Figure 1. Register map, names as in the netlist (run 1).
Other sequential cells in the stronger grey, the rest of the logic in the fainter grey.
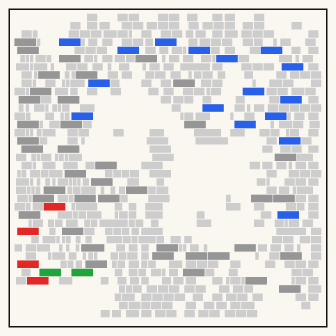
Figure 2. Placed cells, one colour a class (run 1).
Scale bar: 20 microns.
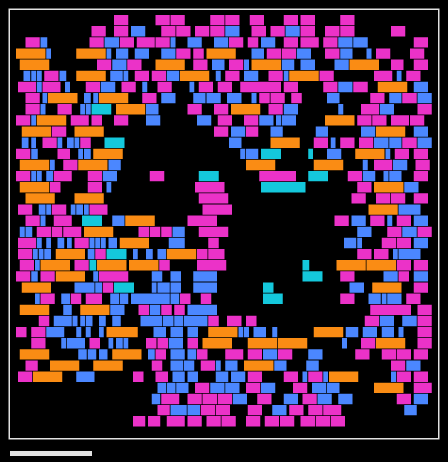
Figure 3. Clock wires, drivers and flops (run 1).
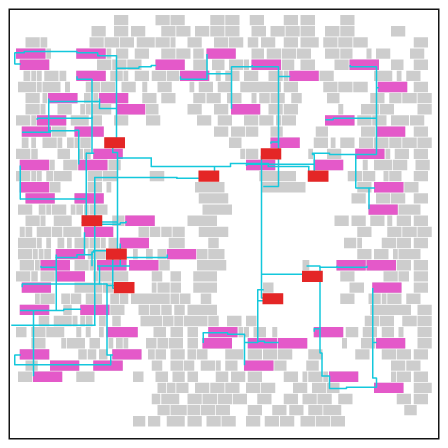
Figure 4. Routing congestion map (run 1).
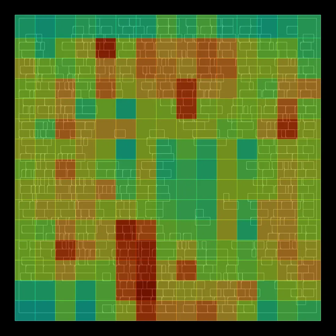
<file path="config.mk">
export PLATFORM = sky130hd
export DESIGN_NAME = dmem_arbiter
export DESIGN_NICKNAME = d
export VERILOG_FILES = /design/src/rtl/mm_pkg.sv /design/src/rtl/rr_priority_pick.sv /design/src/rtl/dmem_arbiter.sv
export SDC_FILE = /design/constraint.sdc
export NUM_CORES = 1
export LEC_CHECK = 0
export CAP_MARGIN = 25
export CORE_UTILIZATION = 30
export CTS_CLUSTER_SIZE = 40
export DETAILED_ROUTE_END_ITERATION = 12
export GPL_ROUTABILITY_DRIVEN = 0
export PLACE_DENSITY = 0.75
export SYNTH_ARGS = -nofsm -noshare
export SYNTH_HDL_FRONTEND = slang
export SYNTH_SLANG_ARGS = --single-unit
</file>
<file path="constraint.sdc">
create_clock -name clk -period 1.9 [get_ports clk]
set_input_delay 0.38 -clock clk [delete_from_list [all_inputs] [get_ports clk]]
set_output_delay 0.38 -clock clk [all_outputs]
set_load 0.05 [all_outputs]
</file>
<file path="src/rtl/mm_pkg.sv">
// Shared definitions for the matrix-multiplication memory subsystem:
// memory word/address widths and the arbiter state encoding.
package mm_pkg;

  localparam int MM_ADDR_W = 16;
  localparam int MM_DATA_W = 16;

  typedef enum logic [1:0] {
    IDLE   = 2'd0,
    ACCESS = 2'd1,
    RESP   = 2'd2
  } arbState_e;

endpackage

</file>
<file path="src/rtl/rr_priority_pick.sv">
// Combinational round-robin picker: returns the first set request bit found
// searching upward from ptr_i, wrapping modulo NUM_CORES. Shared by the data
// and instruction memory arbiters.
module rr_priority_pick #(
  parameter int NUM_CORES = 4,
  parameter int CORE_ID_W = $clog2(NUM_CORES)
) (
  input  logic [NUM_CORES-1:0] req_i,
  input  logic [CORE_ID_W-1:0] ptr_i,
  output logic [CORE_ID_W-1:0] grant_o,
  output logic                 valid_o
);

  // Walk the request vector starting at the pointer; the first hit wins.
  always_comb begin
    int                   cand;
    logic [CORE_ID_W-1:0] candId;
    cand    = 0;
    candId  = '0;
    grant_o = '0;
    valid_o = 1'b0;
    for (int k = 0; k < NUM_CORES; k++) begin
      cand = int'(ptr_i) + k;
      if (cand >= NUM_CORES) begin
        cand = cand - NUM_CORES;
      end
      candId = CORE_ID_W'(cand);
      if (!valid_o && req_i[candId]) begin
        valid_o = 1'b1;
        grant_o = candId;
      end
    end
  end

endmodule

</file>
<file path="src/rtl/dmem_arbiter.sv">
// Round-robin arbiter serialising core word read/write requests onto the
// single-port data memory. Each transaction takes three cycles: IDLE (pick and
// latch), ACCESS (one memory strobe), RESP (one-cycle ack to the winner).
module dmem_arbiter
  import mm_pkg::*;
#(
  parameter int NUM_CORES = 4,
  parameter int ADDR_W    = MM_ADDR_W,
  parameter int DATA_W    = MM_DATA_W,
  parameter int CORE_ID_W = $clog2(NUM_CORES)
) (
  input  logic                        clk,
  input  logic                        RESET,
  input  logic [NUM_CORES-1:0]        core_dread,
  input  logic [NUM_CORES-1:0]        core_dwrite,
  input  logic [NUM_CORES*ADDR_W-1:0] core_addr,
  input  logic [NUM_CORES*DATA_W-1:0] core_wdata,
  output logic [NUM_CORES-1:0]        core_ack,
  output logic [DATA_W-1:0]           core_rdata,
  output logic [ADDR_W-1:0]           mem_addr,
  output logic [DATA_W-1:0]           mem_wdata,
  output logic                        mem_read,
  output logic                        mem_write,
  input  logic [DATA_W-1:0]           mem_rdata,
  output logic [CORE_ID_W-1:0]        grant_id,
  output logic                        busy
);

  arbState_e            state_q, state_d;
  logic [CORE_ID_W-1:0] rrPtr_q, rrPtr_d;
  logic [CORE_ID_W-1:0] grantId_q, grantId_d;
  logic                 isWrite_q, isWrite_d;
  logic                 memRead_q, memRead_d;
  logic                 memWrite_q, memWrite_d;
  logic                 busy_q, busy_d;
  logic [ADDR_W-1:0]    memAddr_q, memAddr_d;
  logic [DATA_W-1:0]    memWdata_q, memWdata_d;
  logic [DATA_W-1:0]    coreRdata_q, coreRdata_d;
  logic [NUM_CORES-1:0] coreAck_q, coreAck_d;

  logic [NUM_CORES-1:0] req;
  logic [CORE_ID_W-1:0] pickId;
  logic                 pickValid;
  logic [ADDR_W-1:0]    selAddr;
  logic [DATA_W-1:0]    selWdata;
  logic                 selWrite;

  assign req      = core_dread | core_dwrite;
  assign selAddr  = core_addr[pickId*ADDR_W +: ADDR_W];
  assign selWdata = core_wdata[pickId*DATA_W +: DATA_W];
  // A core raising both read and write is served as a write.
  assign selWrite = core_dwrite[pickId];

  rr_priority_pick #(
    .NUM_CORES (NUM_CORES),
    .CORE_ID_W (CORE_ID_W)
  ) u_pick (
    .req_i   (req),
    .ptr_i   (rrPtr_q),
    .grant_o (pickId),
    .valid_o (pickValid)
  );

  // Next-state and registered-output logic; strobe and ack default low so
  // each is a single-cycle pulse.
  always_comb begin
    state_d     = state_q;
    rrPtr_d     = rrPtr_q;
    grantId_d   = grantId_q;
    isWrite_d   = isWrite_q;
    memRead_d   = 1'b0;
    memWrite_d  = 1'b0;
    memAddr_d   = memAddr_q;
    memWdata_d  = memWdata_q;
    coreRdata_d = coreRdata_q;
    coreAck_d   = '0;
    unique case (state_q)
      IDLE: begin
        if (pickValid) begin
          state_d    = ACCESS;
          grantId_d  = pickId;
          isWrite_d  = selWrite;
          memAddr_d  = selAddr;
          memWdata_d = selWdata;
          memRead_d  = !selWrite;
          memWrite_d = selWrite;
        end
      end
      ACCESS: begin
        state_d              = RESP;
        coreAck_d[grantId_q] = 1'b1;
        if (!isWrite_q) begin
          coreRdata_d = mem_rdata;
        end
      end
      RESP: begin
        state_d = IDLE;
        if (grantId_q == CORE_ID_W'(NUM_CORES - 1)) begin
          rrPtr_d = '0;
        end else begin
          rrPtr_d = grantId_q + 1'b1;
        end
      end
      default: begin
        state_d = IDLE;
      end
    endcase
    busy_d = (state_d != IDLE);
  end

  // State and output registers with synchronous reset.
  always_ff @(posedge clk) begin
    if (RESET) begin
      state_q     <= IDLE;
      rrPtr_q     <= '0;
      grantId_q   <= '0;
      isWrite_q   <= 1'b0;
      memRead_q   <= 1'b0;
      memWrite_q  <= 1'b0;
      busy_q      <= 1'b0;
      memAddr_q   <= '0;
      memWdata_q  <= '0;
      coreRdata_q <= '0;
      coreAck_q   <= '0;
    end else begin
      state_q     <= state_d;
      rrPtr_q     <= rrPtr_d;
      grantId_q   <= grantId_d;
      isWrite_q   <= isWrite_d;
      memRead_q   <= memRead_d;
      memWrite_q  <= memWrite_d;
      busy_q      <= busy_d;
      memAddr_q   <= memAddr_d;
      memWdata_q  <= memWdata_d;
      coreRdata_q <= coreRdata_d;
      coreAck_q   <= coreAck_d;
    end
  end

  assign core_ack   = coreAck_q;
  assign core_rdata = coreRdata_q;
  assign mem_addr   = memAddr_q;
  assign mem_wdata  = memWdata_q;
  assign mem_read   = memRead_q;
  assign mem_write  = memWrite_q;
  assign grant_id   = grantId_q;
  assign busy       = busy_q;

endmodule
</file>
==> run summary, run 1 <==
The flow run is done. Peak per-stage delay on the critical path landed at 0.81 ns. Area fraction of clock buffers and clock inverters landed at 3.21%. In this run the worst path has a maximum fanout of 2.

Setup slack of the worst register-to-register path landed at 0.11 ns. The power report shows net switching accounting for 33.7% of the total. In the hold timing report, the worst path depth is 2. Count of buffer and inverter cells on the critical path landed at 1. The fraction of cell area in multi-input combinational cells is reported as 30.2%. In the final layout, flip-flops and latches take up 21.1% of the cell area. Via density per instance landed at 4.88. The main area contributors are sky130_fd_sc_hd__dfxtp_1, sky130_fd_sc_hd__mux2i_1, sky130_fd_sc_hd__o221ai_1.

Derived from the worst setup path, the maximum achievable clock frequency is 539 MHz. Summed over all nets, the half-perimeter wirelength after detailed placement is 7860 microns. Site row count landed at 37. Per the synthesis report, the single largest cell type by area occupies 39.4% of cell area.

Looking at area per cell type in the netlist, the leader is sky130_fd_sc_hd__dfxtp_1. Residual antenna-violating net count after detailed routing landed at 0. The wire length recorded after detailed routing is 10900 microns.

Combinational power landed at 0.00158 W. Synthesis produced 329 cells. For this run, the detailed router's first-pass iteration total came to 4. Of the cells placed in the final design, the portion with a size suffix greater than 1 is 14.8%.

Global routing used 35.7% of the available met2 tracks. Cell depth of the worst flop-to-flop path landed at 8. Area fraction in and, or, nand and nor cells landed at 13.2%. Power in the clock group landed at 0.00115 W. Post-route worst setup slack landed at 0.0440 ns. Initial cell density of the core landed at 30.8%. Number of fill cells landed at 877. Dividing total power by cell area gives a power density of 718 nW/um^2.

For this design, the slowest cell found on the critical path is sky130_fd_sc_hd__clkdlybuf4s50_1. Buffers added to address setup during post-CTS repair amount to 2. According to the hold report, the worst path is of the reg2reg type. Antenna diode instance count landed at 0. By area, the combinational part of the netlist is dominated by multiplexers. For the completed layout, the total cell area is recorded as 5890 sq um. The net count after synthesis is 487. After detailed routing, the met2 layer carries 5600 microns of wire. Number of logic gates landed at 239. On the final layout, the worst hold slack is 0.453 ns. Count of buffers not belonging to the clock network in the layout landed at 242. STA classifies the critical path endpoint as an output port. The worst hold path terminates at core_rdata[0]. Internal power comes to 0.00280 W. For reference, XOR and XNOR gates occupy 0% of the area reported after synthesis.

Count of cell instances traversed by the critical path landed at 1. Prior to clock tree synthesis, the placed netlist has a worst setup slack of -0.564 ns. Number of standard cells in the layout, taps in and fillers out landed at 698. In the Yosys report the total cell count is 329. In this run the cell area measured after placement is 5460 sq um. Via count of the first global-routing pass landed at 3637. By area, the class that comes first in the final layout consists of non-clock buffers.

Listed in order, past its start point the critical path passes clkdlybuf4s50_1. Of all power groups, the one with the highest power is combinational logic. During placement, the flow inserted port buffers numbering 210. Number of DRC markers after the initial detailed-route iteration landed at 82. Detailed-route via count landed at 3407. TritonCTS reports the number of clock sinks as 62.

Dividing the synthesized area by the synthesized cell count gives 9.58 sq um. Per the power-grid run, VDD falls by no more than 464 uV. Looking at the reg2reg group, the worst path ends at mem_wdata[4]. Per the synthesis report, the adder-cell share of the synthesized area is 1.59%. Combinational cell area excluding buffers and inverters landed at 1780 sq um. The later pin in the worst-skew pair is clocked with a latency of 0.33 ns. The detailed router put a total of 4390 microns of wire on met1. The global route stage reports its total congestion overflow as 0. For the pin with the worst max-slew slack, the measured transition is 0.523 ns. According to the timing report, the critical path is launched from core_rdata[14]. Reported leakage power landed at 2.55 nW. Net load switching power landed at 0.00142 W. The horizontal die dimension reported for this design is 104 microns. The netlist uses 42 different library cells. Number of hold-repair buffers added at the cts stage landed at 0. Counting endpoints that fail hold in the final report gives 0. Multiplexer fraction of the synthesized cell area landed at 20.7%. The sequential power reported by the tool is 0.00150 W. The worst hold path begins at core_rdata[0]. The report counts max-capacitance violations totalling 0. The run finished with clean final reports. Part of the power in registers landed at 35.4%. TritonCTS built the clock tree. Top-level port count landed at 211. The final report lists the setup-violating endpoint count as 0. Signal arrival time at the worst endpoint landed at 1.48 ns. Number of nets in the layout landed at 716. Yosys synthesis chip area landed at 3150 sq um. The tree is rooted in a sky130_fd_sc_hd__clkbuf_8. The capture point of the critical path was reported as core_rdata[14]. Count of H-tree levels built during CTS landed at 3.

Clock buffer count in the final layout landed at 11. At the worst endpoint, the required time is 1.52 ns. Non-clock buffer share of cell area landed at 42.4%. Normalized max-slew margin landed at 65.1%. Signal nets in the final route climb as high as met4. Share of synthesized area occupied by flip-flops and latches landed at 39.4%. Cells fill 57.6% of the core in the end.

The die covers 10900 sq um. The share of total power dissipated in the clock network is 27.2%. The die is 104 microns tall. Met3 wire length landed at 785 microns. Before any placement, the netlist area is recorded as 3150 sq um.

On the critical path the largest part of the delay comes from buffers and inverters. For met3 alone, demand over resource in global routing was 5.51%. Largest net degree at the start of global routing landed at 34. The completed layout was analyzed and its total power is 0.00423 W. Inverter tally of the final layout excluding the clock network landed at 4. Number of cells upsized or downsized after cts landed at 20. Looking at the reg2reg group, the worst path starts from rrPtr_q[1].

Final setup TNS landed at 0 ns. Flip-flop and latch count landed at 62. STA classifies the critical path startpoint as a flip-flop.

The number of clock buffers added by TritonCTS is 9. Portion of total power attributed to combinational logic landed at 37.4%. Clock tree skew after final layout landed at 0.0113 ns. Per the final report, max-transition violations number 0. The worst path in the final design needs a cycle of 1.86 ns, including I/O delays and setup. Compound-gate portion of the synthesized area landed at 17.9%. The area growth from synthesis to layout is 87.0%. Maximum clock insertion buffer count landed at 2. The logs give a warning total of 29.

The first global-routing pass estimated 17000 microns of wire. Number of antenna violations at the first check in global routing landed at 0. The core region is 10200 sq um. The final critical path takes up 97.7% of the cycle. Counting flops and latches in the post-synthesis netlist gives 62.

Final routed DRC violation total landed at 0. Total instance count after detailed placement landed at 677. The critical path in this run is classified as reg2out.
About Figure 1:
netlist name	colour	flops
core_ack	red	4
grant_id	green	2
mem_addr	blue	16

About Figure 2:
class	colour	cells	share of their area
combinational and other logic	blue	243	31%
clock drivers and dummy loads	cyan	15	3.3%
other buffers and delay cells	magenta	242	44%
flops	orange	62	22%

About Figure 3:
[flip-flops] magenta | count: 62
[clock wires] cyan | length: 935 microns
[clock drivers] red | count: 9
flops lie	widely spread

About Figure 4:
average detailed-routed wire length per instance: 15.7 microns
met1 track demand over resource: 21.2%
total routing usage reported by global routing: 19.4%
global route hottest layer: met2

## run 1: worst reg2reg max path, stage by stage, from the launching register on
cell and delay (ns):
sky130_fd_sc_hd__dfxtp_2 0.47, sky130_fd_sc_hd__o21a_4 0.17, sky130_fd_sc_hd__buf_4 0.12, sky130_fd_sc_hd__nor3_2 0.04
sky130_fd_sc_hd__o31a_1 0.32, sky130_fd_sc_hd__buf_4 0.16, sky130_fd_sc_hd__nand2_4 0.11, sky130_fd_sc_hd__buf_12 0.15
sky130_fd_sc_hd__o221ai_1 0.13
## run 1: layout by cell type (no fill, tap or decap), drive strengths merged, types with 2 or more instances in the layout
cell / n
clkinv: 3
buf: 46
nor3: 4
or2: 3
nand2b: 4
or3: 2
a211oi: 3
clkbuf: 12
inv: 3
o21ai: 2
o221ai: 32
nand2: 66
dfxtp: 62
clkdlybuf4s50: 168
and2: 5
ha: 4
nor2: 12
o21a: 2
mux2i: 65
a21oi: 19
a21o: 2
dlymetal6s2s: 19
dlygate4sd2: 8
## run 1: registers in the layout, summed over array words and instances (netlist names), 2 cells and up
signal / count
rrPtr_q: 2
mem_wdata: 16
state_q: 2
core_ack: 4
core_rdata: 16
mem_addr: 16
grant_id: 2
## run 1: cells in the mapped netlist
library cell,count
sky130_fd_sc_hd__or2_2,2
sky130_fd_sc_hd__nand2_2,1
sky130_fd_sc_hd__o21ba_2,1
sky130_fd_sc_hd__or3_1,2
sky130_fd_sc_hd__mux2i_1,65
sky130_fd_sc_hd__clkinv_2,1
sky130_fd_sc_hd__and2_1,5
sky130_fd_sc_hd__o21bai_1,1
sky130_fd_sc_hd__a21oi_1,19
sky130_fd_sc_hd__nor3_1,3
sky130_fd_sc_hd__buf_6,2
sky130_fd_sc_hd__buf_2,8
sky130_fd_sc_hd__o21ai_0,2
sky130_fd_sc_hd__a211oi_2,1
sky130_fd_sc_hd__a32oi_1,1
sky130_fd_sc_hd__clkbuf_1,8
sky130_fd_sc_hd__o2111ai_1,1
sky130_fd_sc_hd__a21o_1,2
sky130_fd_sc_hd__o22ai_1,1
sky130_fd_sc_hd__o21a_4,1
sky130_fd_sc_hd__o31ai_1,1
sky130_fd_sc_hd__or2_1,1
sky130_fd_sc_hd__dfxtp_1,62
sky130_fd_sc_hd__nand2_1,65
sky130_fd_sc_hd__o211ai_1,1
sky130_fd_sc_hd__o41ai_1,1
sky130_fd_sc_hd__nor3_2,1
sky130_fd_sc_hd__a22o_1,1
sky130_fd_sc_hd__a31oi_1,1
sky130_fd_sc_hd__a311oi_2,1
sky130_fd_sc_hd__nand2b_1,3
sky130_fd_sc_hd__ha_1,4
sky130_fd_sc_hd__o221ai_1,32
sky130_fd_sc_hd__nor4_1,1
sky130_fd_sc_hd__a211oi_1,2
sky130_fd_sc_hd__o21a_1,1
sky130_fd_sc_hd__buf_12,6
sky130_fd_sc_hd__inv_1,3
sky130_fd_sc_hd__o31a_1,1
sky130_fd_sc_hd__a221oi_1,1
sky130_fd_sc_hd__nor2_1,12
sky130_fd_sc_hd__nand2b_2,1
==> run 2, diff against run 1 <==
--- a/config.mk
+++ b/config.mk
@@ -10,6 +10,7 @@
 export CTS_CLUSTER_SIZE = 40
 export DETAILED_ROUTE_END_ITERATION = 12
 export GPL_ROUTABILITY_DRIVEN = 0
+export GPL_TIMING_DRIVEN = 0
 export PLACE_DENSITY = 0.75
 export SYNTH_ARGS = -nofsm -noshare
 export SYNTH_HDL_FRONTEND = slang
Figure 5. Floorplan with the power grid (run 2).
Pins as bars on the die edge. Tap cells in grey.
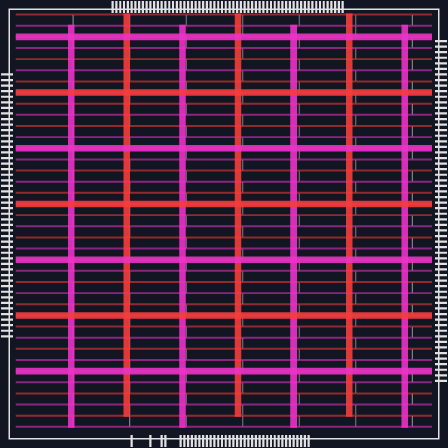
net	colour
VDD	red
VSS	magenta
met1 rails	38
met5 straps	7
tap cells	136

Figure 6. Register map, names as in the netlist (run 2).
Other sequential cells in the stronger grey, the rest of the logic in the fainter grey.
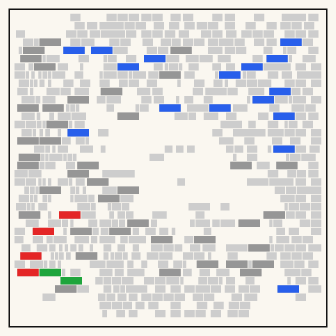
final standard cell utilization of the core: 59.1%
total sequential power: 0.00149 W
FF/Latch Area: 1240 sq um

==> run summary, run 2 <==
The flow run is done. Slew at the pin with the worst max-slew slack landed at 0.558 ns (was 0.523 ns). The wire length of the first global-routing pass came to 17100 microns (was 17000 microns). Reported leakage power landed at 2.86 nW (was 2.55 nW).

The buffer cell driving the clock tree root is sky130_fd_sc_hd__clkbuf_8 (unchanged). Clock tree skew after final layout landed at 0.00873 ns (was 0.0113 ns). The top-level port count came to 211 (unchanged).

Maximum resistive drop on vdd landed at 465 uV (was 464 uV). Area share of the largest cell type after synthesis landed at 39.4% (unchanged). Run status: completed (unchanged). Count of H-tree levels built during CTS landed at 3 (unchanged). The number of antenna violations at the first check in global routing is 0 (unchanged).

The family of cells with the greatest summed delay on the critical path was buffers and inverters (unchanged). Antenna diode instance count landed at 0 (unchanged). The number of DRC markers after the initial detailed-route iteration was 120 (was 82). The peak per-stage delay on the critical path is 0.82 ns (was 0.81 ns). Commonest cells in the netlist: sky130_fd_sc_hd__mux2i_1, sky130_fd_sc_hd__nand2_1, sky130_fd_sc_hd__dfxtp_1, sky130_fd_sc_hd__o221ai_1, sky130_fd_sc_hd__a21oi_1 (unchanged). Highest net fanout along the worst path landed at 2 (unchanged). The kind of critical path is reg2out (unchanged). The library cell contributing the largest single delay on the critical path is sky130_fd_sc_hd__clkdlybuf4s50_1 (unchanged). The vertical die dimension came to 104 microns (unchanged). Detailed-route via count landed at 3414 (was 3407).

Via count of the first global-routing pass landed at 3506 (was 3637). Number of synthesized register bits landed at 62 (unchanged). Mean cell area of the mapped netlist landed at 9.58 sq um (unchanged).

The final instance area is 6040 sq um (was 5890 sq um). The number of nets at floorplan was 487 (unchanged). The total routed wirelength is 11100 microns (was 10900 microns). Signal arrival time at the worst endpoint landed at 1.50 ns (was 1.48 ns). Share of synthesized area occupied by flip-flops and latches landed at 39.4% (unchanged). The half-perimeter wire length after detailed placement is 8220 microns (was 7860 microns). The yosys synthesis chip area was 3150 sq um (unchanged). The largest net degree at the start of global routing came to 13 (was 34).

The worst-skew pair later-pin latency came to 0.35 ns (was 0.33 ns). Global-route total usage across every layer landed at 19.8% (was 19.4%). Final routed DRC violation total landed at 0 (unchanged). Peak clock frequency supported by timing landed at 533 MHz (was 539 MHz).

The width of the die is 104 microns (unchanged). Die area landed at 10900 sq um (unchanged). Worst endpoint required time landed at 1.52 ns (about the same).

Final clock period utilization by the worst path landed at 98.8% (was 97.7%). The final setup violation count is 0 (unchanged). Maximum clock insertion buffer count landed at 2 (unchanged).

The via density per instance is 4.88 (about the same). The library cell occupying the most area in the post-synthesis netlist is sky130_fd_sc_hd__dfxtp_1 (unchanged). The most frequent standard cell in the layout excluding fill and tap cells is sky130_fd_sc_hd__clkdlybuf4s50_1 (unchanged).

The first-pass detailed-route iteration total is 4 (unchanged). The number of nets in the layout is 717 (was 716). The kind of path behind the tightest hold check is reg2reg (unchanged). The post-placement setup slack is -0.839 ns (was -0.564 ns). The count of buffer and inverter cells on the critical path was 1 (unchanged). The CTS tree is yes (unchanged).

Site row count landed at 37 (unchanged). The synthesized instance count came to 329 (unchanged). Number of max-capacitance violations reported landed at 0 (unchanged).

The shortest period the worst path allows came to 1.88 ns (was 1.86 ns). The initial cell density of the core came to 30.8% (unchanged). The ratio of cells with drive above 1 in the final layout is 14.4% (was 14.8%). Count of unique library cells instantiated by Yosys landed at 42 (unchanged).

Top cells excl fill/tap: sky130_fd_sc_hd__clkdlybuf4s50_1, sky130_fd_sc_hd__nand2_1, sky130_fd_sc_hd__dfxtp_1, sky130_fd_sc_hd__mux2i_1, sky130_fd_sc_hd__dlymetal6s2s_1 (was sky130_fd_sc_hd__clkdlybuf4s50_1, sky130_fd_sc_hd__mux2i_1, sky130_fd_sc_hd__nand2_1, sky130_fd_sc_hd__dfxtp_1, sky130_fd_sc_hd__buf_4). The cell area after technology mapping came to 3150 sq um (unchanged). Synth top area cells: sky130_fd_sc_hd__dfxtp_1, sky130_fd_sc_hd__mux2i_1, sky130_fd_sc_hd__o221ai_1 (unchanged). The endpoint class of the critical path is an output port (unchanged). The sum of overflow across all layers after global routing came to 0 (unchanged). Post-route worst setup slack landed at 0.0237 ns (was 0.0440 ns). Total cells reported by yosys after synthesis landed at 329 (unchanged). Total count of hold-check failures in the final report landed at 0 (unchanged). Share of flip-flops with an asynchronous set or reset landed at 0% (unchanged).
-- run 2: cell counts after synthesis --
Identical to the previous run, type by type.
-- run 2: worst reg2reg max path, stage by stage (launching register included) --
cell and delay, ns:
sky130_fd_sc_hd__dfxtp_1 0.31, sky130_fd_sc_hd__buf_6 0.15, sky130_fd_sc_hd__o21a_4 0.13, sky130_fd_sc_hd__o21a_1 0.23
sky130_fd_sc_hd__nor3_4 0.16, sky130_fd_sc_hd__buf_6 0.20, sky130_fd_sc_hd__buf_12 0.17, sky130_fd_sc_hd__mux2i_1 0.22
sky130_fd_sc_hd__o221ai_1 0.14
-- run 2: timing repair --
action                                  in CTS  in global routing
hold buffers                                 0                  0
gates cloned                                 1                  1
hold endpoints to repair                     0                  0
resized                                     49                 64
setup buffers                                9                  0
pin swaps                                    7                  7
endpoints found under the setup margin      43                 69
-- run 2: final timing paths --
path	startpoint	end	slack, ns	depth (start not counted)
setup / recovery	mem_addr[7]	mem_addr[7]	0.02	1
hold / removal	core_rdata[15]	core_rdata[15]	0.46	2
setup reg to reg	rrPtr_q[1]	mem_wdata[6]	0.06	8
hold reg to reg	core_rdata[15]	core_rdata[15]	0.46	2
-- run 2: metrics by stage --
stage,TNS (ns),cells,hold WS (ns),total power (W)
2_1_floorplan,0,329,0.465,0.00239
4_1_cts,0,700,0.463,0.00450
3_3_place_gp,-26.07,674,0.442,0.00304
5_1_grt,-0.149,700,0.481,0.00468
3_5_place_dp,-26.35,674,0.450,0.00306
6_report,0,700,0.457,0.00449
-- run 2: report_power, final --
part           internal [W]  leakage (nW)  total (W)  switching [W]
logic              0.000773          2.24    0.00165       0.000873
clock network      0.000783         0.113    0.00136       0.000573
registers           0.00143         0.510    0.00149      0.0000594
-- run 2: logic make-up after synthesis --
kind of cell,share of synthesized area [%]
buffers and inverters,7.27
AOI/OAI and AO/OA,17.9
adders and majority gates,1.59
DFF,39.4
muxes,20.7
and+or+nand+nor,13.2
-- run 2: area by class of cell --
cell class	count	area (sq um)
inverter	4	16.3
clock buffer	10	138
fill	880	4190
clock inverter	6	93.8
sequential	62	1240
tap	136	170
multi-input combinational	239	1870
buffer	24	246
timing repair buffer	219	2270
-- run 2: routing by layer --
metal  GRT usage, %  share of wire (%)
met5              0                  0
met4           5.82                1.4
met3           7.64                8.2
met2           36.2                 51
met1           20.8                 40
==> run 3, diff against run 2 <==
--- a/config.mk
+++ b/config.mk
@@ -7,11 +7,13 @@
 export LEC_CHECK = 0
 export CAP_MARGIN = 25
 export CORE_UTILIZATION = 30
+export CTS_BUF_LIST = sky130_fd_sc_hd__clkbuf_4 sky130_fd_sc_hd__clkbuf_8
 export CTS_CLUSTER_SIZE = 40
 export DETAILED_ROUTE_END_ITERATION = 12
 export GPL_ROUTABILITY_DRIVEN = 0
 export GPL_TIMING_DRIVEN = 0
 export PLACE_DENSITY = 0.75
+export SLEW_MARGIN = 0
 export SYNTH_ARGS = -nofsm -noshare
 export SYNTH_HDL_FRONTEND = slang
 export SYNTH_SLANG_ARGS = --single-unit
Figure 7. Register map, names as in the netlist (run 3).
Other sequential cells in the stronger grey, the rest of the logic in the fainter grey.
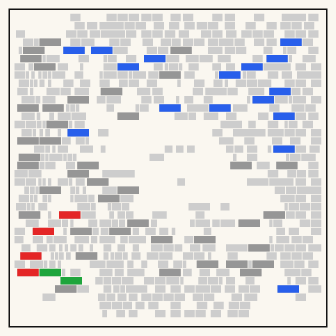
share of cell area taken by flip-flops and latches: 20.5%

==> run summary, run 3 <==
The flow run is done. Final clock period utilization by the worst path landed at 98.8% (unchanged). Top cells excl fill/tap: sky130_fd_sc_hd__clkdlybuf4s50_1, sky130_fd_sc_hd__nand2_1, sky130_fd_sc_hd__dfxtp_1, sky130_fd_sc_hd__mux2i_1, sky130_fd_sc_hd__dlymetal6s2s_1 (unchanged). The top-level port count is 211 (unchanged). The share of flip-flops with an asynchronous set or reset is 0% (unchanged). The library cell occupying the most area in the post-synthesis netlist is sky130_fd_sc_hd__dfxtp_1 (unchanged). Global-route total usage across every layer landed at 19.8% (unchanged).

The total cells reported by yosys after synthesis is 329 (unchanged). Via count of the first global-routing pass landed at 3506 (unchanged). The total routed wirelength is 11100 microns (unchanged). Total count of hold-check failures in the final report landed at 0 (unchanged).

The detailed-route via count is 3414 (unchanged). The kind of path behind the tightest hold check was reg2reg (unchanged). The count of tool warnings was 30 (unchanged). The total number of yosys warnings came to 0 (unchanged).

The die area is 10900 sq um (unchanged). The kind of critical path was reg2out (unchanged). The area added between synthesis and finish came to 91.9% (unchanged).

Count of buffer and inverter cells on the critical path landed at 1 (unchanged). Highest net fanout along the worst path landed at 2 (unchanged). Count of H-tree levels built during CTS landed at 3 (unchanged). Largest net degree at the start of global routing landed at 13 (unchanged). The library cell contributing the largest single delay on the critical path is sky130_fd_sc_hd__clkdlybuf4s50_1 (unchanged).

Post-route worst setup slack landed at 0.0237 ns (unchanged). The site row count was 37 (unchanged). Ratio of cells with drive above 1 in the final layout landed at 14.4% (unchanged). The buffer cell driving the clock tree root is sky130_fd_sc_hd__clkbuf_8 (unchanged). Unrepaired setup endpoints after global routing: yes (unchanged). The number of DRC markers after the initial detailed-route iteration is 120 (unchanged).

The vertical die dimension is 104 microns (unchanged). Via density per instance landed at 4.88 (unchanged). The width of the die was 104 microns (unchanged). Final instance area landed at 6040 sq um (unchanged).

Area share of the largest cell type after synthesis landed at 39.4% (unchanged). Cell area after technology mapping landed at 3150 sq um (unchanged). Number of antenna violations at the first check in global routing landed at 0 (unchanged). Routed length per instance landed at 15.9 microns (unchanged). Commonest cells in the netlist: sky130_fd_sc_hd__mux2i_1, sky130_fd_sc_hd__nand2_1, sky130_fd_sc_hd__dfxtp_1, sky130_fd_sc_hd__o221ai_1, sky130_fd_sc_hd__a21oi_1 (unchanged).

Total instance count after detailed placement landed at 674 (unchanged). Synthesized instance count landed at 329 (unchanged). Number of synthesized register bits landed at 62 (unchanged).

The sum of overflow across all layers after global routing is 0 (unchanged). The wire length of the first global-routing pass was 17100 microns (unchanged). Utilization after layout landed at 59.1% (unchanged). Post-placement setup slack landed at -0.839 ns (unchanged).

The number of port buffers came to 209 (unchanged). The count of unique library cells instantiated by Yosys was 42 (unchanged). Worst path cell trace: clkdlybuf4s50_1 (unchanged).

The maximum resistive drop on vdd came to 465 uV (unchanged). Clock slew seen by the registers of the worst setup and hold paths landed at 0.08 ns (about the same). The CTS tree was yes (unchanged). The yosys synthesis chip area is 3150 sq um (unchanged). The most frequent standard cell in the layout excluding fill and tap cells is sky130_fd_sc_hd__clkdlybuf4s50_1 (unchanged). The reported leakage power is 2.86 nW (unchanged). The normalized max-slew margin is 62.7% (unchanged). Mean cell area of the mapped netlist landed at 9.58 sq um (unchanged). Peak clock frequency supported by timing landed at 533 MHz (unchanged).

Clock tree skew after final layout landed at 0.00873 ns (unchanged). The final setup TNS came to 0 ns (unchanged). The initial cell density of the core was 30.8% (unchanged). The worst-skew pair later-pin latency was 0.35 ns (about the same). The number of nets in the layout is 717 (unchanged).

The peak per-stage delay on the critical path is 0.82 ns (about the same). The signal arrival time at the worst endpoint was 1.50 ns (about the same). The antenna diode instance count is 0 (unchanged). The area inside the core boundary was 10200 sq um (unchanged). Total CTS buffers landed at 9 (unchanged). Shortest period the worst path allows landed at 1.88 ns (unchanged). The final setup violation count is 0 (unchanged). The number of max-capacitance violations reported is 0 (unchanged).

The number of enable-type register cells in the synthesized netlist is 0 (unchanged). The flip-flop cell with the highest count after synthesis was sky130_fd_sc_hd__dfxtp_1 (unchanged). The cell area after placement came to 5410 sq um (unchanged). First-pass detailed-route iteration total landed at 4 (unchanged).

Half-perimeter wire length after detailed placement landed at 8220 microns (unchanged). The slew at the pin with the worst max-slew slack was 0.558 ns (unchanged). The final routed DRC violation total was 0 (unchanged). The final max-slew violation count came to 0 (unchanged).

Worst endpoint required time landed at 1.52 ns (about the same). The endpoint class of the critical path was an output port (unchanged). Share of synthesized area occupied by flip-flops and latches landed at 39.4% (unchanged).

CTS sink count landed at 62 (unchanged). The number of standard cells in the layout, taps in and fillers out came to 700 (unchanged). The number of nets at floorplan was 487 (unchanged). Residual antenna-violating net count after detailed routing landed at 0 (unchanged). The family of cells with the greatest summed delay on the critical path was buffers and inverters (unchanged).

The power density normalized to cell area is 743 nW/um^2 (unchanged). Run status: completed (unchanged). Synth top area cells: sky130_fd_sc_hd__dfxtp_1, sky130_fd_sc_hd__mux2i_1, sky130_fd_sc_hd__o221ai_1 (unchanged). Maximum clock insertion buffer count landed at 2 (unchanged).

The sort of element at the start of the critical path is a flip-flop (unchanged).
Figure 8. Routing congestion map (run 3).
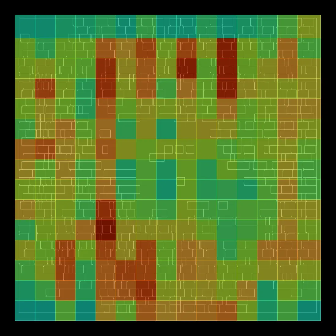
GRT met3 Usage: 7.64%
met1 track demand over resource: 20.8%
global routing usage on met2: 36.2%

[run 3: cell counts after synthesis]
No cell type changed its count.
[run 3: tightest hold or removal path, delay by kind of cell, from the launching register on]
kind / cells / cell delay, ns
AND-OR/OR-AND: 1 / 0.05
AND/OR/NAND/NOR: 1 / 0.05
flip-flops: 1 / 0.31
[run 3: through the flow]
stage | total power, W | hold WS, ns
2_1_floorplan | 0.00239 | 0.465
3_3_place_gp | 0.00304 | 0.442
3_5_place_dp | 0.00306 | 0.450
4_1_cts | 0.00450 | 0.463
5_1_grt | 0.00468 | 0.481
6_report | 0.00449 | 0.457
[run 3: area by class of cell]
type	instances	area, sq um
inverters	4	16.3
flip-flops and latches	62	1240
clock inverters	6	93.8
clock buffers	10	138
multi-input cells	239	1870
repair buffers	219	2270
plain buffers	24	246
well taps	136	170
fillers	880	4190
[run 3: metal layers]
| layer | up-vias | part of all wire (%) | GRT usage [%] | wire length, microns |
|---|---|---|---|---|
| met5 | - | 0 | 0 | 0 |
| met4 | 0 | 1.4 | 5.82 | 155 |
| met3 | 14 | 8.2 | 7.64 | 910 |
| met2 | 146 | 51 | 36.2 | 5640 |
| met1 | 1590 | 40 | 20.8 | 4440 |
| li1 | 1664 | - | - | - |
[run 3: timing repair]
item / CTS / global route
pin swaps: 7 / 7
setup buffers: 9 / 0
hold buffers: 0 / 0
cloned: 1 / 1
gates resized: 49 / 64
endpoints found under the setup margin: 43 / 69
[run 3: path summary, 6_finish.rpt]
kind	to	from	cells after the start	slack (ns)
max	mem_addr[7]	mem_addr[7]	1	0.02
min	core_rdata[15]	core_rdata[15]	2	0.46
max reg2reg	mem_wdata[6]	rrPtr_q[1]	8	0.06
min reg2reg	core_rdata[15]	core_rdata[15]	2	0.46
[run 3: cell families after synthesis]
group,after synthesis,synth area share [%]
AND-OR/OR-AND,73,17.9
buffers and inverters,28,7.27
adder cells (fa/ha/maj),4,1.59
multiplexers,65,20.7
flip-flops,62,39.4
AND/OR/NAND/NOR,97,13.2
[run 3: where the power goes]
| group | internal [W] | leakage [nW] | switching (W) | total [W] |
|---|---|---|---|---|
| Sequential | 0.00143 | 0.510 | 0.0000594 | 0.00149 |
| Clock | 0.000783 | 0.113 | 0.000573 | 0.00136 |
| Combinational | 0.000773 | 2.24 | 0.000873 | 0.00165 |
| Total | 0.00298 | 2.86 | 0.00151 | 0.00449 |
Power and IR drop assume default switching activity.
